**config.mk**
```make
export PLATFORM = sky130hd
export DESIGN_NAME = mcu_irq_ctrl
export DESIGN_NICKNAME = d
export VERILOG_FILES = /design/src/rtl/mcu_pkg.sv /design/src/rtl/mcu_irq_prio.sv /design/src/rtl/mcu_irq_ctrl.sv
export SDC_FILE = /design/constraint.sdc
export NUM_CORES = 1
export LEC_CHECK = 0
export ABC_CLOCK_PERIOD_IN_PS = 3200
export CAP_MARGIN = 30
export CORE_MARGIN = 3
export CORE_UTILIZATION = 44
export DETAILED_ROUTE_END_ITERATION = 8
export PLACE_DENSITY_LB_ADDON = 0.15
export RECOVER_POWER = 100
export SETUP_SLACK_MARGIN = 0.05
export SYNTH_ARGS = -nofsm -noshare
export SYNTH_HDL_FRONTEND = slang
export SYNTH_SLANG_ARGS = --single-unit
```
**constraint.sdc**
```tcl
create_clock -name clk -period 3.2 [get_ports clk]
set_input_delay 0.32 -clock clk [delete_from_list [all_inputs] [get_ports clk]]
set_output_delay 0.32 -clock clk [all_outputs]
set_load 0.02 [all_outputs]
```
**src/rtl/mcu_pkg.sv**
```systemverilog
// ---------------------------------------------------------------------------
// mcu_pkg
// Shared definitions for the MCU interrupt scheduler: default PC width,
// default vector table placement, cause-id width and the scheduler FSM
// state encoding.
// ---------------------------------------------------------------------------
package mcu_pkg;

  // Default program-counter width of the MCU core.
  localparam int PC_W_DEF = 11;

  // Width of a source id (up to 8 sources).
  localparam int CAUSE_W = 3;

  // Default vector table: source 0 at 0x004, one slot every 4 words.
  localparam logic [PC_W_DEF-1:0] VEC_BASE_DEF   = 11'h004;
  localparam int                  VEC_STRIDE_DEF = 4;

  typedef enum logic [1:0] {
    ST_IDLE    = 2'd0,
    ST_REQ     = 2'd1,
    ST_FLUSH   = 2'd2,
    ST_SERVICE = 2'd3
  } irq_state_e;

endpackage

```
**src/rtl/mcu_irq_prio.sv**
```systemverilog
// ---------------------------------------------------------------------------
// mcu_irq_prio
// Combinational fixed-priority encoder: the lowest-indexed set bit of
// eligible_i wins.
// Ports:
//   eligible_i  in  N_SRC    pending & mask
//   any_o       out 1        at least one source eligible
//   id_o        out CAUSE_W  index of the winning source (0 when none)
// ---------------------------------------------------------------------------
module mcu_irq_prio
  import mcu_pkg::*;
#(
  parameter int N_SRC = 4
) (
  input  logic [N_SRC-1:0]   eligible_i,
  output logic               any_o,
  output logic [CAUSE_W-1:0] id_o
);

  // Scan from the top down so the lowest index is the last one written.
  always_comb begin
    any_o = 1'b0;
    id_o  = '0;
    for (int i = N_SRC - 1; i >= 0; i--) begin
      if (eligible_i[i]) begin
        any_o = 1'b1;
        id_o  = CAUSE_W'(i);
      end
    end
  end

endmodule

```
**src/rtl/mcu_irq_ctrl.sv**
```systemverilog
// ---------------------------------------------------------------------------
// mcu_irq_ctrl
// Interrupt scheduler for the pipelined MCU core. Captures rising edges on
// the interrupt sources, holds them pending, picks one by fixed priority,
// waits for an instruction boundary, then pulses flush with the handler
// vector. Tracks the in-service handler until RETFIE; no nesting.
// Ports:
//   clk, reset            clock / asynchronous active-high reset
//   irq_src               source levels, rising edge = request
//   mask_wr, mask_din     load per-source enable mask
//   gie_wr, gie_din       load global interrupt enable
//   pend_clr              software clear of pending bits
//   pipe_ready            CPU at an instruction boundary
//   retfie                RETFIE retiring in EX (1-cycle pulse)
//   ret_pc                resume address of the next un-retired instruction
//   irq_req               request waiting for pipe_ready
//   flush, vec_valid      1-cycle pulse: squash IF/ID and jump to vec_pc
//   vec_pc                handler vector (valid with vec_valid, else 0)
//   saved_pc              resume address captured at grant
//   cause                 id of granted / in-service source
//   pending, gie          pending register / global enable register
//   in_service            handler active
// ---------------------------------------------------------------------------
module mcu_irq_ctrl
  import mcu_pkg::*;
#(
  parameter int              N_SRC      = 4,
  parameter int              PC_W       = PC_W_DEF,
  parameter logic [PC_W-1:0] VEC_BASE   = PC_W'(VEC_BASE_DEF),
  parameter int              VEC_STRIDE = VEC_STRIDE_DEF
) (
  input  logic                clk,
  input  logic                reset,
  input  logic [N_SRC-1:0]    irq_src,
  input  logic                mask_wr,
  input  logic [N_SRC-1:0]    mask_din,
  input  logic                gie_wr,
  input  logic                gie_din,
  input  logic [N_SRC-1:0]    pend_clr,
  input  logic                pipe_ready,
  input  logic                retfie,
  input  logic [PC_W-1:0]     ret_pc,
  output logic                irq_req,
  output logic                flush,
  output logic                vec_valid,
  output logic [PC_W-1:0]     vec_pc,
  output logic [PC_W-1:0]     saved_pc,
  output logic [CAUSE_W-1:0]  cause,
  output logic [N_SRC-1:0]    pending,
  output logic                gie,
  output logic                in_service
);

  localparam logic [PC_W-1:0] STRIDE_PC = PC_W'(VEC_STRIDE);

  irq_state_e          state_q, state_d;
  logic [N_SRC-1:0]    src_q;
  logic [N_SRC-1:0]    pending_q, pending_d;
  logic [N_SRC-1:0]    mask_q, mask_d;
  logic                gie_q, gie_d;
  logic [PC_W-1:0]     saved_pc_q, saved_pc_d;
  logic [CAUSE_W-1:0]  cause_q, cause_d;

  logic [N_SRC-1:0]    rise;
  logic [N_SRC-1:0]    eligible;
  logic [N_SRC-1:0]    cause_oh;
  logic [N_SRC-1:0]    grant_clr;
  logic                win_any;
  logic [CAUSE_W-1:0]  win_id;
  logic                latched_ok;
  logic                grant;

  mcu_irq_prio #(
    .N_SRC (N_SRC)
  ) u_prio (
    .eligible_i (eligible),
    .any_o      (win_any),
    .id_o       (win_id)
  );

  assign rise     = irq_src & ~src_q;
  assign eligible = pending_q & mask_q;
  assign cause_oh = N_SRC'(1) << cause_q;

  // The source latched on entry to REQ must still be eligible at grant time;
  // otherwise REQ is abandoned without side effects.
  assign latched_ok = |(eligible & cause_oh);
  assign grant      = (state_q == ST_REQ) && gie_q && latched_ok && pipe_ready;
  assign grant_clr  = grant ? cause_oh : '0;

  // A new edge wins over a same-cycle software or grant clear.
  assign pending_d = (pending_q & ~pend_clr & ~grant_clr) | rise;
  assign mask_d    = mask_wr ? mask_din : mask_q;

  // Hardware updates (grant, return) override a same-cycle software write.
  always_comb begin
    gie_d = gie_q;
    if (gie_wr) gie_d = gie_din;
    if (grant) gie_d = 1'b0;
    if ((state_q == ST_SERVICE) && retfie) gie_d = 1'b1;
  end

  always_comb begin
    state_d    = state_q;
    cause_d    = cause_q;
    saved_pc_d = saved_pc_q;
    unique case (state_q)
      ST_IDLE: begin
        if (gie_q && win_any) begin
          state_d = ST_REQ;
          cause_d = win_id;
        end
      end
      ST_REQ: begin
        if (!gie_q || !latched_ok) begin
          state_d = ST_IDLE;
        end else if (pipe_ready) begin
          state_d    = ST_FLUSH;
          saved_pc_d = ret_pc;
        end
      end
      ST_FLUSH: begin
        state_d = ST_SERVICE;
      end
      ST_SERVICE: begin
        // Returning to IDLE guarantees one idle cycle before the next REQ.
        if (retfie) state_d = ST_IDLE;
      end
      default: begin
        state_d = ST_IDLE;
      end
    endcase
  end

  always_ff @(posedge clk or posedge reset) begin
    if (reset) begin
      state_q    <= ST_IDLE;
      src_q      <= '0;
      pending_q  <= '0;
      mask_q     <= '0;
      gie_q      <= 1'b0;
      saved_pc_q <= '0;
      cause_q    <= '0;
    end else begin
      state_q    <= state_d;
      src_q      <= irq_src;
      pending_q  <= pending_d;
      mask_q     <= mask_d;
      gie_q      <= gie_d;
      saved_pc_q <= saved_pc_d;
      cause_q    <= cause_d;
    end
  end

  // Outputs decode straight from state so reset drops flush asynchronously.
  assign irq_req    = (state_q == ST_REQ);
  assign flush      = (state_q == ST_FLUSH);
  assign vec_valid  = flush;
  assign vec_pc     = flush ? (VEC_BASE + PC_W'(cause_q) * STRIDE_PC) : '0;
  assign in_service = (state_q == ST_SERVICE);
  assign saved_pc   = saved_pc_q;
  assign cause      = cause_q;
  assign pending    = pending_q;
  assign gie        = gie_q;

endmodule
```
==> results_dict.tcl <==
# place-and-route summary
set metrics [dict create \
    grtUsageTotal_pct 16.04 \
    clock.fmax_mhz 449.4 \
    crit_chain "inv_1 > ha_1 > nand3_1 > a41oi_2 > mux2_2" \
    worst-setup-path-type "reg2reg" \
    ys_area_sq_um 1393 \
    async_reset_ff_share_pct 100.0 \
    cts_hold_buffers 0 \
    synth_largest_type_area_fraction_pct 50.31 \
    post_drt_via_cell_ratio 4.976 \
    status "finished, final reports clean" \
    post-place-ws_ns 1.064 \
    clk_path_buf_depth 2 \
    setup_viol 0 \
    layout-drive-gt1-share_pct 13.41 \
    die-area_sq_um 3876 \
    critPathSlowestCell "sky130_fd_sc_hd__a41oi_2" \
    worst_hold_slack_ns 0.4205 \
    timing.max_cap.violations 0 \
    final_hold_viol_count 0 \
    post_synth_xor_area_fraction_pct 0 \
    critical_path.endpoint_type "register" \
    yosysWarningCount 0 \
    antenna_found_initial 0 \
    timing.reg2reg.setup_slack_ns 0.97 \
    critical-path-max-stage-delay_ns 0.78 \
]
[synthesized netlist by cell type (3+ instances only)]
| master | n |
|---|---|
| sky130_fd_sc_hd__mux2_4 | 8 |
| sky130_fd_sc_hd__ha_1 | 4 |
| sky130_fd_sc_hd__inv_1 | 11 |
| sky130_fd_sc_hd__dfrtp_1 | 28 |
| sky130_fd_sc_hd__nand3_1 | 3 |
| sky130_fd_sc_hd__and2_1 | 3 |
| sky130_fd_sc_hd__mux2_2 | 8 |
| sky130_fd_sc_hd__a211o_2 | 4 |
| sky130_fd_sc_hd__o21ai_0 | 5 |
| sky130_fd_sc_hd__buf_4 | 10 |
[registers in the layout, summed over array words and instances, names as in the netlist, named ones only]
register and count:
gie 1, state_q 1, cause 2, mask_q 4, saved_pc 11, src_q 4
pending 4
[cell type report]
| cell class | instances | area, sq um |
|---|---|---|
| multi-input combinational | 67 | 549.3 |
| clock buffer | 3 | 22.52 |
| tap | 42 | 52.55 |
| inverter | 11 | 41.29 |
| fill | 252 | 965.9 |
| timing repair buffer | 55 | 544.3 |
| sequential | 28 | 700.7 |
[path summary, 6_finish.rpt]
kind / cells past startpoint / end
min reg2reg: 1 / pending[2]
max in group asynchronous: 3 / src_q[0]
min in group clk: 1 / pending[2]
min: 2 / saved_pc[8]
max reg2reg: 5 / saved_pc[4]
max: 5 / saved_pc[4]
[report_power, final]
group          internal, mW  leakage, nW  switching (mW)  total (mW)
Clock                0.0440       0.0138          0.0902       0.134
Combinational         0.284        0.545           0.297       0.580
Sequential            0.452        0.345          0.0820       0.534
Total                 0.779        0.904           0.469        1.25
[metal layers]
metal / vias to the layer above / GRT usage, % / wire, um
met5: - / 0 / 0
li1: 477 / - / -
met2: 45 / 26.08 / 1437
met3: 4 / 3.604 / 218
met1: 499 / 20.81 / 1202
met4: 0 / 6.336 / 42
clocks.png
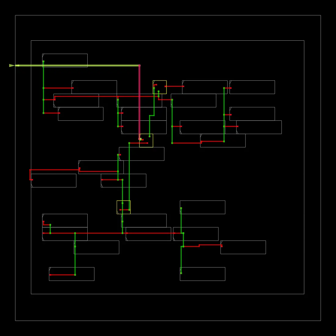
clock group total power: 134 uW
count of flip-flops and latches: 28
Layout Skew: 0.003747 ns
Clk Latency, worst-skew pair: 0.31 ns
Clock Buffer Count: 3

placement_by_type.png
Scale bar: 20 um.
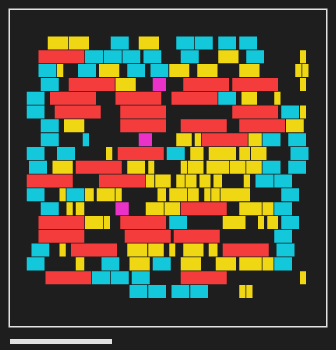
colour	class	cells
cyan	other buffers and delay cells	55
red	flops	28
yellow	combinational and other logic	78
magenta	clock drivers	3

No activity file was given, so power comes from the tool's default toggle rates.
